<file path="config.mk">
export PLATFORM = sky130hd
export DESIGN_NAME = ps2_host_tx_flat
export DESIGN_NICKNAME = d
export VERILOG_FILES = /design/src/rtl/ps2_pkg.sv /design/src/rtl/ps2_host_tx_if.sv /design/src/rtl/ps2_line_sync.sv /design/src/rtl/ps2_host_tx.sv /design/src/flat_wrapper.sv
export SDC_FILE = /design/constraint.sdc
export NUM_CORES = 1
export LEC_CHECK = 0
export CAP_MARGIN = 15
export CELL_PAD_IN_SITES_DETAIL_PLACEMENT = 2
export CELL_PAD_IN_SITES_GLOBAL_PLACEMENT = 2
export CORE_UTILIZATION = 40
export CTS_BUF_LIST = sky130_fd_sc_hd__clkbuf_8
export CTS_CLUSTER_DIAMETER = 150
export DETAILED_ROUTE_END_ITERATION = 10
export GPL_TIMING_DRIVEN = 1
export PLACE_DENSITY = 0.92
export SETUP_SLACK_MARGIN = 0.05
export SLEW_MARGIN = 5
export SYNTH_ARGS = -nofsm -noshare
export SYNTH_HDL_FRONTEND = slang
export SYNTH_SLANG_ARGS = --single-unit
</file>
<file path="constraint.sdc">
create_clock -name clk -period 3.62 [get_ports clk]
set_input_delay 0.905 -clock clk [delete_from_list [all_inputs] [get_ports clk]]
set_output_delay 0.905 -clock clk [all_outputs]
set_load 0.03 [all_outputs]
</file>
<file path="src/rtl/ps2_pkg.sv">
// Shared definitions for the PS/2 host transmitter: FSM state encoding,
// frame geometry, retry limit and the odd-parity helper.
package ps2_pkg;

    // Transmitter sequencing states.
    typedef enum logic [2:0] {
        IDLE,
        INHIBIT,
        RELEASE,
        SEND,
        ACK,
        WAIT_IDLE
    } ps2_state_e;

    // start + 8 data + parity + stop
    localparam int PS2_FRAME_BITS = 11;

    // Extra attempts after a NACK or timeout when retries are built in.
    localparam int PS2_MAX_RETRY = 2;

    // Odd parity: the parity bit makes the total count of ones odd.
    function automatic logic ps2_odd_parity(input logic [7:0] data);
        return ~^data;
    endfunction

endpackage

</file>
<file path="src/rtl/ps2_host_tx_if.sv">
// Command handshake between a requester (master) and the PS/2 host
// transmitter (slave): byte request plus the completion report.
interface ps2_host_tx_if;
    logic [7:0] tx_data;
    logic       tx_valid;
    logic       tx_ready;
    logic       busy;
    logic       done;
    logic       ack_ok;
    logic       err;

    modport master (
        output tx_data,
        output tx_valid,
        input  tx_ready,
        input  busy,
        input  done,
        input  ack_ok,
        input  err
    );

    modport slave (
        input  tx_data,
        input  tx_valid,
        output tx_ready,
        output busy,
        output done,
        output ack_ok,
        output err
    );
endinterface

</file>
<file path="src/rtl/ps2_line_sync.sv">
// Two-flop synchronizers for the raw kclk/kdata pins plus a kclk
// falling-edge pulse. Shared with the keyboard receiver on the same pins.
// A pin fall produces a fall pulse during the third clk cycle, so logic
// consuming it acts on the third edge after the pin changed.
module ps2_line_sync (
    input  logic clk,
    input  logic rst,
    input  logic kclk_i,
    input  logic kdata_i,
    output logic kclk_s_o,
    output logic kdata_s_o,
    output logic kclk_fall_o
);

    logic [1:0] meta_q;
    logic [1:0] sync_q;
    logic       kclk_prev_q;

    // Bit 0 carries kclk, bit 1 carries kdata; idle lines reset high so
    // reset never manufactures a falling edge.
    always_ff @(posedge clk) begin
        if (rst) begin
            meta_q      <= 2'b11;
            sync_q      <= 2'b11;
            kclk_prev_q <= 1'b1;
        end else begin
            meta_q      <= {kdata_i, kclk_i};
            sync_q      <= meta_q;
            kclk_prev_q <= sync_q[0];
        end
    end

    assign kclk_s_o    = sync_q[0];
    assign kdata_s_o   = sync_q[1];
    assign kclk_fall_o = kclk_prev_q & ~sync_q[0];

endmodule

</file>
<file path="src/rtl/ps2_host_tx.sv">
// PS/2 host-to-device transmitter: inhibits the clock, issues the start
// bit, shifts the byte out on device-generated falling edges and collects
// the device ACK. kclk_oe/kdata_oe are open-drain pull-down enables.
// Optional feature macro: PS2_TX_RETRY_EN (retry a failed frame up to
// PS2_MAX_RETRY extra times before reporting the failure).
module ps2_host_tx
    import ps2_pkg::*;
#(
    parameter int INHIBIT_CYCLES = 12000,
    parameter int TIMEOUT_CYCLES = 2000000
) (
    input  logic          clk,
    input  logic          rst,
    ps2_host_tx_if.slave  cmd,
    input  logic          kclk,
    input  logic          kdata,
    output logic          kclk_oe,
    output logic          kdata_oe
);

    localparam int SW = PS2_FRAME_BITS - 1;  // stop, parity, 8 data bits
    localparam int IW = $clog2(INHIBIT_CYCLES + 1);
    localparam int WW = $clog2(TIMEOUT_CYCLES + 1);

    localparam logic [IW-1:0] INH_LAST = IW'(INHIBIT_CYCLES - 1);
    localparam logic [IW-1:0] INH_PRE  = IW'(INHIBIT_CYCLES - 2);
    localparam logic [WW-1:0] WD_LAST  = WW'(TIMEOUT_CYCLES - 1);
    localparam logic [3:0]    BIT_LAST = 4'(PS2_FRAME_BITS - 2);

    ps2_state_e     state_q;
    logic [SW-1:0]  shift_q;
    logic [3:0]     bit_q;
    logic [IW-1:0]  inh_q;
    logic [WW-1:0]  wd_q;
    logic           nack_q;
    logic           kclk_oe_q;
    logic           kdata_oe_q;
    logic           tx_ready_q;
    logic           busy_q;
    logic           done_q;
    logic           ack_ok_q;
    logic           err_q;

`ifdef PS2_TX_RETRY_EN
    logic [1:0]     retry_q;
    logic [7:0]     data_q;
    logic           retry_now;
`endif

    logic           kclk_s;
    logic           kdata_s;
    logic           kclk_fall;
    logic           end_now;
    logic           fail_now;

    ps2_line_sync u_sync (
        .clk         (clk),
        .rst         (rst),
        .kclk_i      (kclk),
        .kdata_i     (kdata),
        .kclk_s_o    (kclk_s),
        .kdata_s_o   (kdata_s),
        .kclk_fall_o (kclk_fall)
    );

    // Decide whether the current attempt ends this cycle: the watchdog has
    // priority over a normal finish once the lines have gone idle.
    always_comb begin
        end_now  = 1'b0;
        fail_now = 1'b0;
        if (state_q != IDLE && state_q != INHIBIT) begin
            if (wd_q == WD_LAST) begin
                end_now  = 1'b1;
                fail_now = 1'b1;
            end else if (state_q == WAIT_IDLE && kclk_s && kdata_s) begin
                end_now  = 1'b1;
                fail_now = nack_q;
            end
        end
    end

`ifdef PS2_TX_RETRY_EN
    assign retry_now = fail_now && (retry_q < 2'(PS2_MAX_RETRY));
`endif

    // Transfer sequencer with all outputs registered.
    always_ff @(posedge clk) begin
        if (rst) begin
            state_q    <= IDLE;
            shift_q    <= '0;
            bit_q      <= '0;
            inh_q      <= '0;
            wd_q       <= '0;
            nack_q     <= 1'b0;
            kclk_oe_q  <= 1'b0;
            kdata_oe_q <= 1'b0;
            tx_ready_q <= 1'b1;
            busy_q     <= 1'b0;
            done_q     <= 1'b0;
            ack_ok_q   <= 1'b0;
            err_q      <= 1'b0;
`ifdef PS2_TX_RETRY_EN
            retry_q    <= '0;
            data_q     <= '0;
`endif
        end else begin
            done_q <= 1'b0;
            if (end_now) begin
`ifdef PS2_TX_RETRY_EN
                if (retry_now) begin
                    // Same byte again from a fresh inhibit phase.
                    retry_q    <= retry_q + 2'd1;
                    shift_q    <= {1'b1, ps2_odd_parity(data_q), data_q};
                    bit_q      <= '0;
                    inh_q      <= '0;
                    nack_q     <= 1'b0;
                    kclk_oe_q  <= 1'b1;
                    kdata_oe_q <= 1'b0;
                    state_q    <= INHIBIT;
                end else
`endif
                begin
                    kclk_oe_q  <= 1'b0;
                    kdata_oe_q <= 1'b0;
                    busy_q     <= 1'b0;
                    done_q     <= 1'b1;
                    ack_ok_q   <= ~fail_now;
                    err_q      <= fail_now;
                    state_q    <= IDLE;
                end
            end else begin
                case (state_q)
                    IDLE: begin
                        kclk_oe_q  <= 1'b0;
                        kdata_oe_q <= 1'b0;
                        if (!tx_ready_q) begin
                            // One quiet cycle after done before accepting.
                            tx_ready_q <= 1'b1;
                        end else if (cmd.tx_valid) begin
                            shift_q    <= {1'b1, ps2_odd_parity(cmd.tx_data), cmd.tx_data};
                            bit_q      <= '0;
                            inh_q      <= '0;
                            nack_q     <= 1'b0;
                            ack_ok_q   <= 1'b0;
                            err_q      <= 1'b0;
                            tx_ready_q <= 1'b0;
                            busy_q     <= 1'b1;
                            kclk_oe_q  <= 1'b1;
                            state_q    <= INHIBIT;
`ifdef PS2_TX_RETRY_EN
                            data_q     <= cmd.tx_data;
                            retry_q    <= '0;
`endif
                        end
                    end
                    INHIBIT: begin
                        inh_q <= inh_q + IW'(1);
                        // Start bit goes low during the final inhibit cycle.
                        if (inh_q == INH_PRE) begin
                            kdata_oe_q <= 1'b1;
                        end
                        if (inh_q == INH_LAST) begin
                            kclk_oe_q  <= 1'b0;
                            kdata_oe_q <= 1'b1;
                            wd_q       <= '0;
                            state_q    <= RELEASE;
                        end
                    end
                    RELEASE: begin
                        wd_q    <= wd_q + WW'(1);
                        state_q <= SEND;
                    end
                    SEND: begin
                        wd_q <= wd_q + WW'(1);
                        if (kclk_fall) begin
                            kdata_oe_q <= ~shift_q[0];
                            shift_q    <= {1'b0, shift_q[SW-1:1]};
                            if (bit_q == BIT_LAST) begin
                                state_q <= ACK;
                            end else begin
                                bit_q <= bit_q + 4'd1;
                            end
                        end
                    end
                    ACK: begin
                        wd_q <= wd_q + WW'(1);
                        if (kclk_fall) begin
                            nack_q  <= kdata_s;
                            state_q <= WAIT_IDLE;
                        end
                    end
                    WAIT_IDLE: begin
                        wd_q <= wd_q + WW'(1);
                    end
                    default: begin
                        state_q <= IDLE;
                    end
                endcase
            end
        end
    end

    assign kclk_oe      = kclk_oe_q;
    assign kdata_oe     = kdata_oe_q;
    assign cmd.tx_ready = tx_ready_q;
    assign cmd.busy     = busy_q;
    assign cmd.done     = done_q;
    assign cmd.ack_ok   = ack_ok_q;
    assign cmd.err      = err_q;

endmodule

</file>
<file path="src/flat_wrapper.sv">
// flat-port wrapper written by rule: the top's interface ports become plain ports
module ps2_host_tx_flat import ps2_pkg::*;
#(
    parameter int INHIBIT_CYCLES = 12000,
    parameter int TIMEOUT_CYCLES = 2000000
)
  (clk, rst, kclk, kdata, kclk_oe, kdata_oe, cmd_tx_data, cmd_tx_valid, cmd_tx_ready, cmd_busy, cmd_done, cmd_ack_ok, cmd_err);
  ps2_host_tx_if cmd_i ();
  input  logic clk;
  input  logic rst;
  input  logic kclk;
  input  logic kdata;
  output logic kclk_oe;
  output logic kdata_oe;
  input wire logic [$bits(cmd_i.tx_data)-1:0] cmd_tx_data;
  input wire logic [$bits(cmd_i.tx_valid)-1:0] cmd_tx_valid;
  output wire logic [$bits(cmd_i.tx_ready)-1:0] cmd_tx_ready;
  output wire logic [$bits(cmd_i.busy)-1:0] cmd_busy;
  output wire logic [$bits(cmd_i.done)-1:0] cmd_done;
  output wire logic [$bits(cmd_i.ack_ok)-1:0] cmd_ack_ok;
  output wire logic [$bits(cmd_i.err)-1:0] cmd_err;
  assign cmd_i.tx_data = cmd_tx_data;
  assign cmd_i.tx_valid = cmd_tx_valid;
  assign cmd_tx_ready = cmd_i.tx_ready;
  assign cmd_busy = cmd_i.busy;
  assign cmd_done = cmd_i.done;
  assign cmd_ack_ok = cmd_i.ack_ok;
  assign cmd_err = cmd_i.err;
  ps2_host_tx #(.INHIBIT_CYCLES(INHIBIT_CYCLES), .TIMEOUT_CYCLES(TIMEOUT_CYCLES)) u_core (.clk(clk), .rst(rst), .cmd(cmd_i), .kclk(kclk), .kdata(kdata), .kclk_oe(kclk_oe), .kdata_oe(kdata_oe));
endmodule
</file>
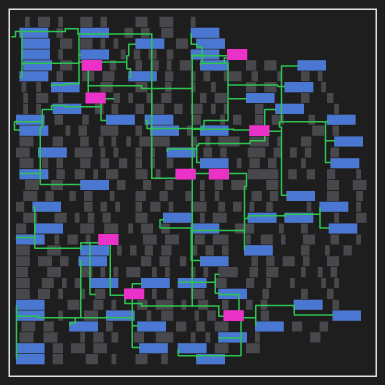
*Clock network drawn from the DEF*
(4 px per um)
legend:
  flip-flops:
    color: blue
    count: 65
  clock wires:
    color: green
    length: 915 um
  cells driving clock nets:
    color: magenta
    count: 9
routed clock nets: 10

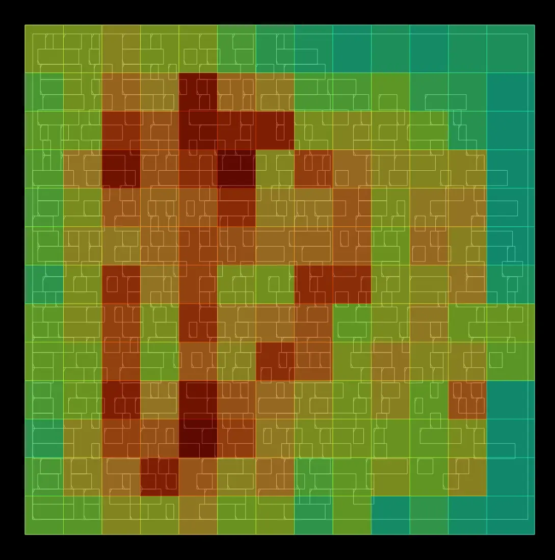
*Congestion heat map*
global route hottest layer: met2
Global Route Usage Sum: 0.2680
global routing usage on met2: 0.4956
utilization of the core after routing: 0.4688
met1 track demand over resource: 0.2949

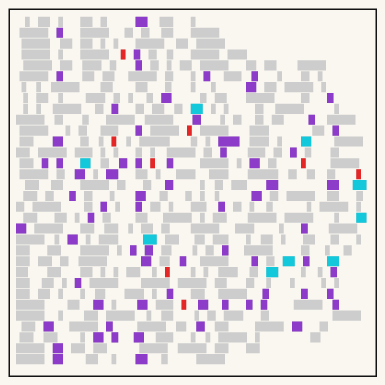
*Gate-type map*
(4 px per um)
legend:
  inverting AOI/OAI gates:
    color: purple
    cells: 70
    where: spread over the die
  inverters:
    color: red
    cells: 8
  AND-OR and OR-AND gates:
    color: cyan
    cells: 9

==> design notes <==
The final report gives the standard cell area, fillers excluded, as 3622 sq um. In the synthesized netlist, the cells that appear most often are sky130_fd_sc_hd__dfxtp_1 (65), sky130_fd_sc_hd__nor2_1 (50), sky130_fd_sc_hd__nand2_1 (30). After synthesis the cells add up to 3194 sq um. Summed over all layers, the global routing overflow is 0.

The number of global-route vias before repair is 3,240. Portion of synthesized cell area occupied by the leading cell type: 0.4074. The number of H-tree branching levels is 3, and the number of buffers inserted during clock tree synthesis is 9.

Per the post-route antenna check, the number of violating nets is 0. Setup repair after global routing left no endpoint under its margin. Setup violations remaining at the end of the flow were counted as 0.

The run gives 0.7389 for the post-route clock period utilization. The type recorded for the worst min-delay path is reg -> reg. Max-cap violations in this run came to 0. The tool warning count is 28.

The routed design has 10,460 um of wire. The run gives 7727 sq um for the area of the core region. The tools report the root cell of the clock tree as sky130_fd_sc_hd__clkbuf_8. The cell type contributing the most total cell area after synthesis was sky130_fd_sc_hd__dfxtp_1. Area of the die: 8348 sq um. Measured in cells, the most critical reg-to-reg path has a length of 7. The final worst setup slack is 945.1 ps. The primary flip-flop cell chosen by synthesis mapping was sky130_fd_sc_hd__dfxtp_1.

The run gives 2675 ps for the post-layout minimum cycle time. With the number of max-slew violations in the final report at 0, the largest net degree at the start of global routing is 23. Adding up every negative setup slack in the final design gives 0 ps. Looking at the VDD voltage map, the peak drop is 221.2 uV. Worst hold slack: 430.1 ps. The ratio of cells with drive above 1 in the final layout is 0.09207. The global-route wire length before repair came out at 17,150 um. The run gives 0.4215 for the headroom to the max-slew limit. Looking at the critical path, the highest net fanout was 11. By area the synthesized netlist is led by sky130_fd_sc_hd__dfxtp_1 (41%), sky130_fd_sc_hd__nor2_1 (5.9%), sky130_fd_sc_hd__a21oi_1 (4.1%). Looking at the clock tree report, the maximum root-to-sink buffer count equals 2. The instance count of the mapped netlist was 374. The number of fillers in the final layout was 836. The run gives 2,907 for the routed via count. The nature of the critical path endpoint is a flip-flop. The actual transition at the worst max-transition pin works out to 863.7 ps.

The flow ran to the end, and the final reports show no timing, DRC or antenna violations. The worst-case reg-to-reg setup slack stands at 950 ps. The number of setup buffers added after CTS is 0.

Per the post-place timing report, worst setup slack is 776.4 ps. The tools report the sequential-to-total area share from yosys stat as 0.4074.
worst max-delay path, cell delays in order (launching register included):
cell and delay, ps:
sky130_fd_sc_hd__dfxtp_1 450, sky130_fd_sc_hd__ha_1 310, sky130_fd_sc_hd__nand4_1 190, sky130_fd_sc_hd__nor4_4 340, sky130_fd_sc_hd__o211ai_1 120, sky130_fd_sc_hd__or3_1 500, sky130_fd_sc_hd__or4_1 540, sky130_fd_sc_hd__a21oi_1 150
state kept, by name (all words and copies together), names as in the netlist, 2 cells and up:
signal                count
u_core.shift_q           10
u_core.u_sync.sync_q      2
u_core.wd_q              21
u_core.state_q            3
u_core.inh_q             14
u_core.bit_q              4
u_core.u_sync.meta_q      2
cells by family (layout without fill, tap and decap cells):
group | count (synthesis) | after routing | share of synthesized area
mux | 9 | 9 | 0.02820
simple gates | 167 | 167 | 0.2883
xor+xnor | 22 | 22 | 0.06032
fa+ha+maj | 5 | 5 | 0.01958
flops | 65 | 65 | 0.4074
compound gates | 79 | 79 | 0.1598
buf+inv | 27 | 44 | 0.03643
layout make-up:
| class | count | area [sq um] | area share |
|---|---|---|---|
| sequential | 65 | 1301 | 0.3592 |
| inverter | 8 | 30.03 | 0.008290 |
| timing repair buffer | 21 | 205.2 | 0.05665 |
| multi-input combinational | 282 | 1777 | 0.4905 |
| clock inverter | 3 | 16.27 | 0.004491 |
| tap | 102 | 127.6 | 0.03523 |
| clock buffer | 12 | 165.2 | 0.04560 |
report_power, final:
group,internal [mW],switching (mW)
Combinational,0.0546,0.0889
Sequential,0.736,0.0199
Clock,0.297,0.280
Total,1.09,0.389
layer usage:
metal  global-route usage  share of wire
met3              0.04941          0.022
met2               0.4956           0.53
met4               0.1230          0.028
met5                    0              0
met1               0.2949           0.42
